==> run_1/m4.png <==
Scale bar: 50 um.
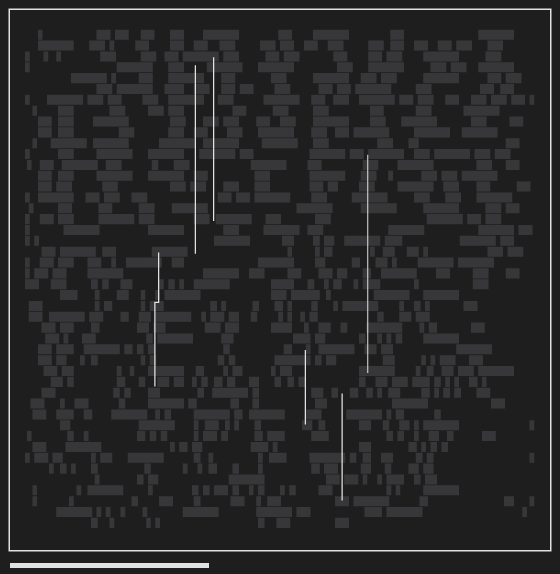
==> run_1/m2.png <==
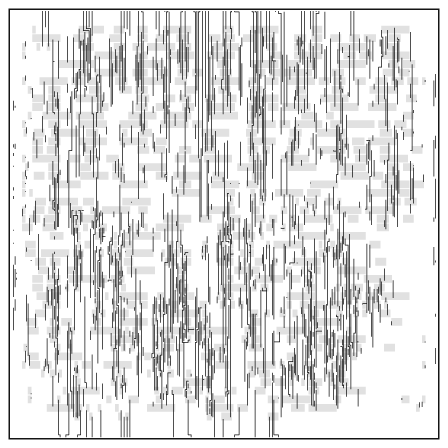
==> run_1/sizing.png <==
Scale bar: 50 um.
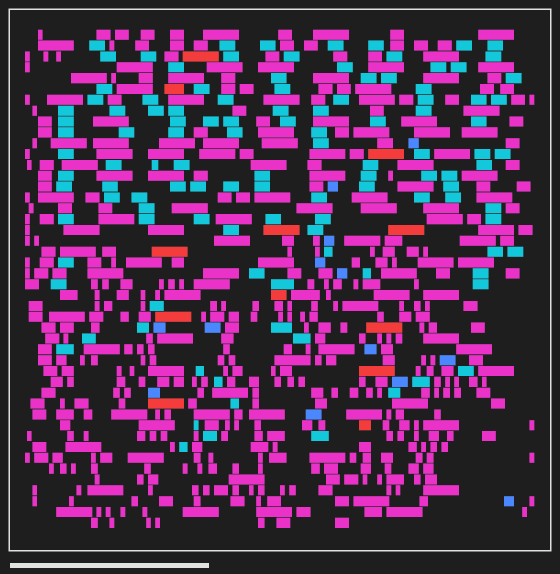
## src/rtl/carus_sram_stream_reader.sv

```systemverilog
// carus_sram_stream_reader
//
// Read-only initiator for a single Carus SRAM bank. After a start pulse it
// walks a contiguous, wrapping range of words in the bank and delivers them
// in order on a valid/ready stream. The bank returns data exactly one cycle
// after a request. A small FIFO absorbs that latency and any downstream
// stall. Requests are throttled by a credit check, so every word already in
// flight always has a FIFO slot waiting for it.
//
// Ports
//   clk_i, rst_ni           clock, asynchronous active-low reset
//   start_i                 start pulse, only honoured while idle
//   base_addr_i, len_i      first word and word count (0..NUM_WORDS),
//                           captured when a start is accepted
//   abort_i                 synchronous abort of a running transfer
//   busy_o, done_o          activity flag and one-cycle completion pulse
//   sram_*                  bank port (read-only: we=0, be=F, wdata=0)
//   sram_rdata_i            bank read data, one cycle after sram_req_o
//   data_o, valid_o, ready_i  output stream (data_o is the FIFO head)

module carus_sram_stream_reader #(
  parameter int  NUM_WORDS  = 1024,
  parameter int  FIFO_DEPTH = 2,
  localparam int AddrWidth  = (NUM_WORDS > 1) ? $clog2(NUM_WORDS) : 1
) (
  input  logic                 clk_i,
  input  logic                 rst_ni,
  input  logic                 start_i,
  input  logic [AddrWidth-1:0] base_addr_i,
  input  logic [AddrWidth:0]   len_i,
  input  logic                 abort_i,
  output logic                 busy_o,
  output logic                 done_o,
  output logic                 sram_req_o,
  output logic                 sram_we_o,
  output logic [AddrWidth-1:0] sram_addr_o,
  output logic [31:0]          sram_wdata_o,
  output logic [3:0]           sram_be_o,
  output logic                 sram_set_retentive_no,
  input  logic [31:0]          sram_rdata_i,
  output logic [31:0]          data_o,
  output logic                 valid_o,
  input  logic                 ready_i
);

  localparam int LenWidth  = AddrWidth + 1;
  localparam int PtrWidth  = (FIFO_DEPTH > 1) ? $clog2(FIFO_DEPTH) : 1;
  localparam int CntWidth  = $clog2(FIFO_DEPTH + 1);
  localparam int UsedWidth = CntWidth + 1;

  localparam logic [AddrWidth-1:0] LastAddr  = AddrWidth'(NUM_WORDS - 1);
  localparam logic [PtrWidth-1:0]  LastPtr   = PtrWidth'(FIFO_DEPTH - 1);
  localparam logic [CntWidth-1:0]  DepthCnt  = CntWidth'(FIFO_DEPTH);
  localparam logic [UsedWidth-1:0] DepthUsed = UsedWidth'(FIFO_DEPTH);

  typedef enum logic [1:0] {
    IDLE  = 2'd0,
    RUN   = 2'd1,
    DRAIN = 2'd2
  } state_e;

  state_e               state_q, state_d;
  logic [AddrWidth-1:0] addr_q, addr_d;
  logic [LenWidth-1:0]  to_issue_q, to_issue_d;
  logic [LenWidth-1:0]  to_pop_q, to_pop_d;
  logic                 done_q, done_d;
  logic                 inflight_q, inflight_d;

  logic [31:0]          fifo_mem_q [FIFO_DEPTH];
  logic [31:0]          fifo_mem_d [FIFO_DEPTH];
  logic [PtrWidth-1:0]  wr_ptr_q, wr_ptr_d;
  logic [PtrWidth-1:0]  rd_ptr_q, rd_ptr_d;
  logic [CntWidth-1:0]  count_q, count_d;

  logic                 req;
  logic                 pop;
  logic                 push;
  logic                 flush;
  logic [UsedWidth-1:0] used;

  function automatic logic [PtrWidth-1:0] ptr_inc(input logic [PtrWidth-1:0] p);
    return (p == LastPtr) ? '0 : p + PtrWidth'(1);
  endfunction

  // Abort only matters once a transfer is running; in IDLE it is ignored so
  // a start arriving together with a stray abort still launches.
  assign flush = abort_i && (state_q != IDLE);
  assign pop   = valid_o && ready_i;
  // A response landing in the abort cycle belongs to the cancelled transfer.
  assign push  = inflight_q && !flush;

  // Slots committed for the next cycle: words held plus the word arriving,
  // minus the word leaving now. Issuing only while this is below the depth
  // means the response to a request made now can never overflow the FIFO.
  assign used = {1'b0, count_q} + UsedWidth'(inflight_q) - UsedWidth'(pop);

  // Control FSM: request issue, address walk, and completion detection.
  always_comb begin
    state_d    = state_q;
    addr_d     = addr_q;
    to_issue_d = to_issue_q;
    to_pop_d   = to_pop_q;
    done_d     = 1'b0;
    req        = 1'b0;

    unique case (state_q)
      IDLE: begin
        if (start_i) begin
          if (len_i == '0) begin
            done_d = 1'b1;
          end else begin
            state_d    = RUN;
            addr_d     = base_addr_i;
            to_issue_d = len_i;
            to_pop_d   = len_i;
          end
        end
      end
      RUN: begin
        req = (to_issue_q != '0) && (used < DepthUsed);
        if (req) begin
          // The explicit wrap keeps the walk inside the bank even when
          // NUM_WORDS is not a power of two.
          addr_d     = (addr_q == LastAddr) ? '0 : addr_q + AddrWidth'(1);
          to_issue_d = to_issue_q - LenWidth'(1);
        end
        if ((to_issue_q == '0) || (req && (to_issue_q == LenWidth'(1)))) begin
          state_d = DRAIN;
        end
      end
      DRAIN: begin
        if ((to_pop_q == '0) || (pop && (to_pop_q == LenWidth'(1)))) begin
          state_d = IDLE;
          done_d  = 1'b1;
        end
      end
      default: state_d = IDLE;
    endcase

    if (pop && (to_pop_q != '0)) begin
      to_pop_d = to_pop_q - LenWidth'(1);
    end

    if (flush) begin
      state_d    = IDLE;
      addr_d     = '0;
      to_issue_d = '0;
      to_pop_d   = '0;
      done_d     = 1'b0;
    end
  end

  // The bank answers every request one cycle later, so the in-flight flag is
  // simply the request delayed by a cycle.
  assign inflight_d = req && !flush;

  // Output FIFO: circular buffer with an occupancy count; push and pop may
  // coincide.
  always_comb begin
    fifo_mem_d = fifo_mem_q;
    wr_ptr_d   = wr_ptr_q;
    rd_ptr_d   = rd_ptr_q;
    count_d    = count_q;

    if (flush) begin
      wr_ptr_d = '0;
      rd_ptr_d = '0;
      count_d  = '0;
    end else begin
      if (push) begin
        fifo_mem_d[wr_ptr_q] = sram_rdata_i;
        wr_ptr_d             = ptr_inc(wr_ptr_q);
      end
      if (pop) begin
        rd_ptr_d = ptr_inc(rd_ptr_q);
      end
      count_d = count_q + CntWidth'(push) - CntWidth'(pop);
    end
  end

  // State register for both the controller and the FIFO.
  always_ff @(posedge clk_i or negedge rst_ni) begin
    if (!rst_ni) begin
      state_q    <= IDLE;
      addr_q     <= '0;
      to_issue_q <= '0;
      to_pop_q   <= '0;
      done_q     <= 1'b0;
      inflight_q <= 1'b0;
      fifo_mem_q <= '{default: '0};
      wr_ptr_q   <= '0;
      rd_ptr_q   <= '0;
      count_q    <= '0;
    end else begin
      state_q    <= state_d;
      addr_q     <= addr_d;
      to_issue_q <= to_issue_d;
      to_pop_q   <= to_pop_d;
      done_q     <= done_d;
      inflight_q <= inflight_d;
      fifo_mem_q <= fifo_mem_d;
      wr_ptr_q   <= wr_ptr_d;
      rd_ptr_q   <= rd_ptr_d;
      count_q    <= count_d;
    end
  end

  assign busy_o                = (state_q != IDLE);
  assign done_o                = done_q;
  assign sram_req_o            = req;
  assign sram_addr_o           = addr_q;
  assign sram_we_o             = 1'b0;
  assign sram_wdata_o          = 32'h0;
  assign sram_be_o             = 4'hF;
  assign sram_set_retentive_no = 1'b1;
  assign valid_o               = (count_q != '0);
  assign data_o                = fifo_mem_q[rd_ptr_q];

  // The credit check above should make this unreachable. A hit means the
  // issue throttle and the FIFO disagree about occupancy.
  no_overflow_a: assert property (@(posedge clk_i) disable iff (!rst_ni)
    (push && !pop) |-> (count_q != DepthCnt));

endmodule

```

## config.mk

```make
export PLATFORM = sky130hd
export DESIGN_NAME = carus_sram_stream_reader
export DESIGN_NICKNAME = d
export VERILOG_FILES = /design/src/rtl/carus_sram_stream_reader.sv
export SDC_FILE = /design/constraint.sdc
export NUM_CORES = 1
export LEC_CHECK = 0
export CAP_MARGIN = 20
export CELL_PAD_IN_SITES_DETAIL_PLACEMENT = 1
export CELL_PAD_IN_SITES_GLOBAL_PLACEMENT = 2
export CORE_MARGIN = 3
export CORE_UTILIZATION = 34
export DETAILED_ROUTE_END_ITERATION = 10
export GPL_TIMING_DRIVEN = 1
export PLACE_DENSITY_LB_ADDON = 0.1
export SYNTH_ARGS = -nofsm -noshare
export SYNTH_HDL_FRONTEND = slang
export SYNTH_SLANG_ARGS = --single-unit
```

## constraint.sdc

```tcl
create_clock -name clk_i -period 6.68 [get_ports clk_i]
set_clock_uncertainty 0.05 [all_clocks]
set_input_delay 2.004 -clock clk_i [delete_from_list [all_inputs] [get_ports clk_i]]
set_output_delay 2.004 -clock clk_i [all_outputs]
set_load 0.02 [all_outputs]
```

==> results.json, run 1 <==
{
  "status": "completed",
  "cts-hold-fix-buffers": 0,
  "area_growth_syn_to_layout_pct": 24.20,
  "pwr_density_cell_nw_per_um2": 486.8,
  "drv_cap": 0,
  "hp-class": "reg2reg",
  "p_total_mw": 3.442,
  "h-tree-depth": 3,
  "yosys_area_um2": 5693,
  "numClockSinks": 104,
  "crit_type": "in2out",
  "max-slew-margin-rel": 0.2826,
  "fin_cells": 840,
  "place_congestion": 0.7892,
  "wl_per_cell_um": 18.73,
  "core_um2": 16120,
  "ir_worst_vdd_v": 0.0001872,
  "openroad.warnings": 29,
  "dp.cells": 823,
  "yosysWarningCount": 0,
  "final_common_cell": "dfrtp_1",
  "chip_area_um2": 18330,
  "final_cell_mix": "dfrtp_1 (104), clkdlybuf4s50_1 (101), mux2_2 (95)",
  "grt_max_degree": 68,
  "die_h_um": 135.4,
  "syn-mean-instance-area_um2": 10.86,
  "synth-async-reset-ratio": 1.000,
  "insertedDiodeCount": 0,
  "setup-violations-final": 0,
  "max_freq_mhz": 162.4,
  "root_buffer": "clkbuf_16",
  "cp-start-kind": "input pin",
  "area_leaders": "dfrtp_1 (46%), mux2_2 (19%), buf_4 (5.1%)",
  "rsz0062_at_grt": "no"
}
Notes on m4.png above:
The wires run mostly vertical. 4 nets have wire on it.
via count: 4346
Routed WL: 15.74 mm

Notes on m2.png above:
The layer holds 50% of the routed length. The wires run mostly vertical. 637 nets have wire on it. The longest straight run is 46.2 um. The layer carries 7870 um of wire.

Notes on sizing.png above:
Key: x6 and larger = red [cells 12, share 1.9%, most used clkbuf_16]; x1 and smaller = magenta [cells 484, share 78%, most used dfrtp_1]; x3 and x4 = blue [cells 13, share 2.1%, most used buf_4]; x2 = cyan [cells 115, share 18%, most used mux2_2]

==> run 1: area by class of cell <==
type | instances | area, um2
Clock buffer | 11 | 242.7
Clock inverter | 5 | 40.04
Fill cell | 1771 | 9045
Inverter | 14 | 52.55
Multi-Input combinational cell | 381 | 2783
Sequential cell | 104 | 2603
Tap cell | 216 | 270.3
Timing Repair Buffer | 109 | 1080
==> run 1: final timing paths <==
check | from | end | slack (ps) | cells after the start
setup / recovery | ready_i | sram_req_o | 520 | 9
hold / removal | fifo_mem_q[33] | fifo_mem_q[33] | 450 | 1
setup reg to reg | count_q[1] | sram_addr_o[2] | 3810 | 9
hold reg to reg | fifo_mem_q[33] | fifo_mem_q[33] | 450 | 1
max in group asynchronous | rst_ni | fifo_mem_q[18] | 3800 | 2
min in group asynchronous | rst_ni | to_pop_q[1] | 1720 | 1
==> run 1: state kept, by name, indices dropped and copies added (netlist names) <==
signal	cells
fifo_mem_q	64
wr_ptr_q	1
count_q	2
inflight_q	1
rd_ptr_q	1
state_q	2
sram_addr_o	10
to_pop_q	11
to_issue_q	11
done_o	1
==> run 1: synthesized netlist by cell type (all sizes together), types with 2 or more instances <==
cell type and count:
conb 2, o22ai 5, xnor2 5, ha 8, or3 2, mux2i 3, o21a 3, xor2 4
o21ba 2, a32oi 2, dfrtp 104, clkbuf 12, nor4 9, a2bb2oi 2, nor3b 3, buf 49
or4 4, a21oi 22, o31a 3, mux2 96, a311o 2, nand3 10, o311ai 2, a22oi 4
nor2b 2, nor4b 2, nand4 2, nor3 13, nor2 30, a31oi 2, inv 13, o21ai 32
and2 3, o31ai 3, o21bai 2, or2 6, nand2 34
==> run 1: power by group <==
group	switching (mW)	internal (mW)
Combinational	0.888	0.882
Sequential	0.237	0.917
Clock	0.251	0.267
==> run 1: per-stage QoR <==
stage          worst slack (ps)  area, um2
3_3_place_gp              71.91       6766
2_1_floorplan              1230       5828
4_1_cts                   24.88       7049
5_1_grt                   327.5       7071
6_report                  520.5       7071
3_5_place_dp              39.61       6766
==> run 1: worst max-delay path, cell delays in order <==
cell             delay, ps
clkdlybuf4s50_1        480
nand2_1                 60
nor2_1                 170
o21ai_0                140
fa_1                   420
xnor2_2                220
nand3_1                120
nor2_1                 240
dlymetal6s2s_1         270
==> run 1: metal layers <==
metal	global-route usage	vias to the layer above	routed length, um
met5	0	-	0
met1	0.2276	2235	7089
met4	0.05375	0	221
met3	0.03009	17	553
met2	0.2976	94	7873
li1	-	2000	-
==> run 1: kinds of logic (layout without fill, tap and decap cells) <==
logic type	Yosys count	after routing	share of synthesized area
AND/OR/NAND/NOR	128	128	0.1174
flip-flops	104	104	0.4571
multiplexers	99	99	0.1952
AND-OR/OR-AND	98	98	0.1149
buffers and inverters	75	139	0.07912
adder cells (fa/ha/maj)	9	9	0.02110
XOR/XNOR	9	9	0.01385
other	2	38	0.001319
==> run 1 -> run 2 <==
==> config.mk (replaced) <==
export PLATFORM = sky130hd
export DESIGN_NAME = carus_sram_stream_reader
export DESIGN_NICKNAME = d
export VERILOG_FILES = /design/src/rtl/carus_sram_stream_reader.sv
export SDC_FILE = /design/constraint.sdc
export NUM_CORES = 1
export LEC_CHECK = 0
export CAP_MARGIN = 20
export CORE_ASPECT_RATIO = 1.1
export CORE_MARGIN = 3
export CORE_UTILIZATION = 50
export DETAILED_ROUTE_END_ITERATION = 10
export GPL_TIMING_DRIVEN = 1
export PLACE_DENSITY = 0.81
export SYNTH_ARGS = -nofsm -noshare
export SYNTH_HDL_FRONTEND = slang
export SYNTH_SLANG_ARGS = --single-unit
==> constraint.sdc (replaced) <==
create_clock -name clk_i -period 5.9 [get_ports clk_i]
set_clock_uncertainty 0.05 [all_clocks]
set_input_delay 1.77 -clock clk_i [delete_from_list [all_inputs] [get_ports clk_i]]
set_output_delay 1.77 -clock clk_i [all_outputs]
set_load 0.02 [all_outputs]
==> run_2/layers.png <==
Only two layers are drawn.
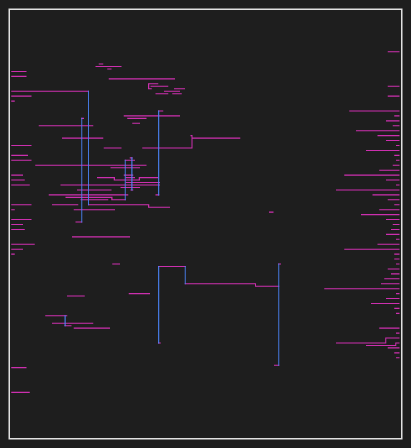
Key: M4 = blue [wire length 159 um]; M3 = magenta [wire length 778 um]
Routed WL: 13.22 mm
total track usage: 0.2073
via count: 4323

==> run 2 against run 1 <==
  * Clock-buffer cell count decreased by 2
  * Routed wire length decreased by 16%
  * Hold slack better by 2.8 ps
  * Cell area decreased by 1.1%
  * First-iteration DRC count increased by 71%
  * Worst setup slack lost 270 ps
  * Sequential share of layout area rose by 0.41 points
  * Power grew 12%
  * Cell count down 8.1%
  * Synthesized cell count unchanged
  * Critical endpoint unchanged
  * Highest routed layer unchanged
==> results.json, run 2 <==
{
  "h-tree-depth": 3,
  "crit_type": "in2out",
  "status": "completed",
  "max_freq_mhz": 177.0,
  "area_leaders": "dfrtp_1 (46%), mux2_2 (19%), buf_4 (5.1%)",
  "yosys_area_um2": 5693,
  "r2r_slack_ps": 3020,
  "ir_worst_vdd_v": 0.0002716,
  "layout_setup_ws_ps": 249.4,
  "max-slew-margin-rel": 0.3569,
  "p_switching_mw": 1.530,
  "place_congestion": 0.8918,
  "pwr-share-comb": 0.519,
  "pre_cts_ws_ps": -71.75,
  "syn-mean-instance-area_um2": 10.86,
  "root_buffer": "clkbuf_16",
  "rsz0062_at_grt": "no",
  "synthTopCellsByCount": "dfrtp_1 (104), mux2_2 (95), buf_4 (39)",
  "holdPathStages": 1,
  "area_growth_syn_to_layout_pct": 22.81,
  "pwr_density_cell_nw_per_um2": 552.6,
  "synth-async-reset-ratio": 1.000,
  "wl_per_cell_um": 17.13,
  "timing.rr.end": "to_issue_q[4]",
  "endpoint": "sram_req_o",
  "die_h_um": 117.9,
  "hp-class": "reg2reg",
  "largest_reg_flops": 64,
  "grt_max_degree": 70,
  "yosysMostFrequentCell": "dfrtp_1",
  "pwr-share-clk": 0.153,
  "met2_usage": 0.3550,
  "final_cell_mix": "dfrtp_1 (104), clkdlybuf4s50_1 (101), mux2_2 (95)",
  "grt_most_used_layer": "met2",
  "drv_cap": 0,
  "use_met3": 0.02962,
  "setup-violations-final": 0,
  "power_frac_seq": 0.329,
  "worstReg2RegStart": "count_q[1]",
  "chip_area_um2": 12700,
  "use_met1": 0.2715,
  "top_regs": "fifo_mem_q: 64 flops, to_issue_q: 11 flops, to_pop_q: 11 flops",
  "fin_cells": 772,
  "dp.cells": 756,
  "insertedDiodeCount": 0
}
-- run 2: cell counts after synthesis --
No cell type changed its count.
-- run 2: cell families after synthesis --
| family | Yosys count | synth area share |
|---|---|---|
| AND-OR/OR-AND | 98 | 0.1149 |
| XOR/XNOR | 9 | 0.01385 |
| buffers and inverters | 75 | 0.07912 |
| adder cells (fa/ha/maj) | 9 | 0.02110 |
| multiplexers | 99 | 0.1952 |
| flip-flops | 104 | 0.4571 |
| other | 2 | 0.001319 |
| AND/OR/NAND/NOR | 128 | 0.1174 |
-- run 2: how the worst min path moves through the flow --
stage / startpoint / to / slack, ps
2_1_floorplan: fifo_mem_q[33] / fifo_mem_q[33] / 410
3_3_place_gp: fifo_mem_q[33] / fifo_mem_q[33] / 420
3_5_place_dp: fifo_mem_q[33] / fifo_mem_q[33] / 430
4_1_cts: fifo_mem_q[33] / fifo_mem_q[33] / 450
5_1_grt: fifo_mem_q[27] / fifo_mem_q[27] / 460
6_report: fifo_mem_q[33] / fifo_mem_q[33] / 450
-- run 2: area by class of cell --
type                            count  area, um2
Clock buffer                        9      225.2
Sequential cell                   104       2603
Multi-Input combinational cell    381       2775
Clock inverter                      7      72.57
Fill cell                         884       4019
Inverter                           14      52.55
Timing Repair Buffer              110       1080
Tap cell                          147      183.9
-- run 2: per-layer routing --
metal | vias up | share of wire
li1 | 2012 | -
met4 | 0 | 0.012
met5 | - | 0
met1 | 2122 | 0.42
met3 | 19 | 0.059
met2 | 170 | 0.51
-- run 2: critical path, stage by stage --
cell and delay [ps]:
clkdlybuf4s50_1 490, nand2_1 60, nor2_1 120, o21ai_0 140, fa_1 390, xnor2_1 200, nand3_1 110, nor2_1 190
dlygate4sd2_1 360
-- run 2: what timing repair did --
| action | CTS | global route |
|---|---|---|
| setup endpoints to repair | 1 | 0 |
| resized | 1 | 0 |
| buffers inserted | 0 | 0 |
-- run 2: stage by stage --
stage | area, um2 | TNS, ps | power [mW]
2_1_floorplan | 5828 | 0 | 2.594
3_3_place_gp | 6695 | -21.87 | 3.199
3_5_place_dp | 6695 | -71.75 | 3.278
4_1_cts | 6992 | 0 | 3.882
5_1_grt | 6992 | 0 | 4.117
6_report | 6992 | 0 | 3.864
-- run 2: power by group through the flow --
stage	registers, mW	logic [mW]	clock network, mW
after floorplan	1.24	1.35	0
after global placement	1.25	1.95	0
after detailed placement	1.28	2.00	0
after global routing	1.32	2.17	0.634
final	1.27	2.00	0.589
after CTS	1.27	2.01	0.606
Power is estimated from default activity; no workload was simulated.
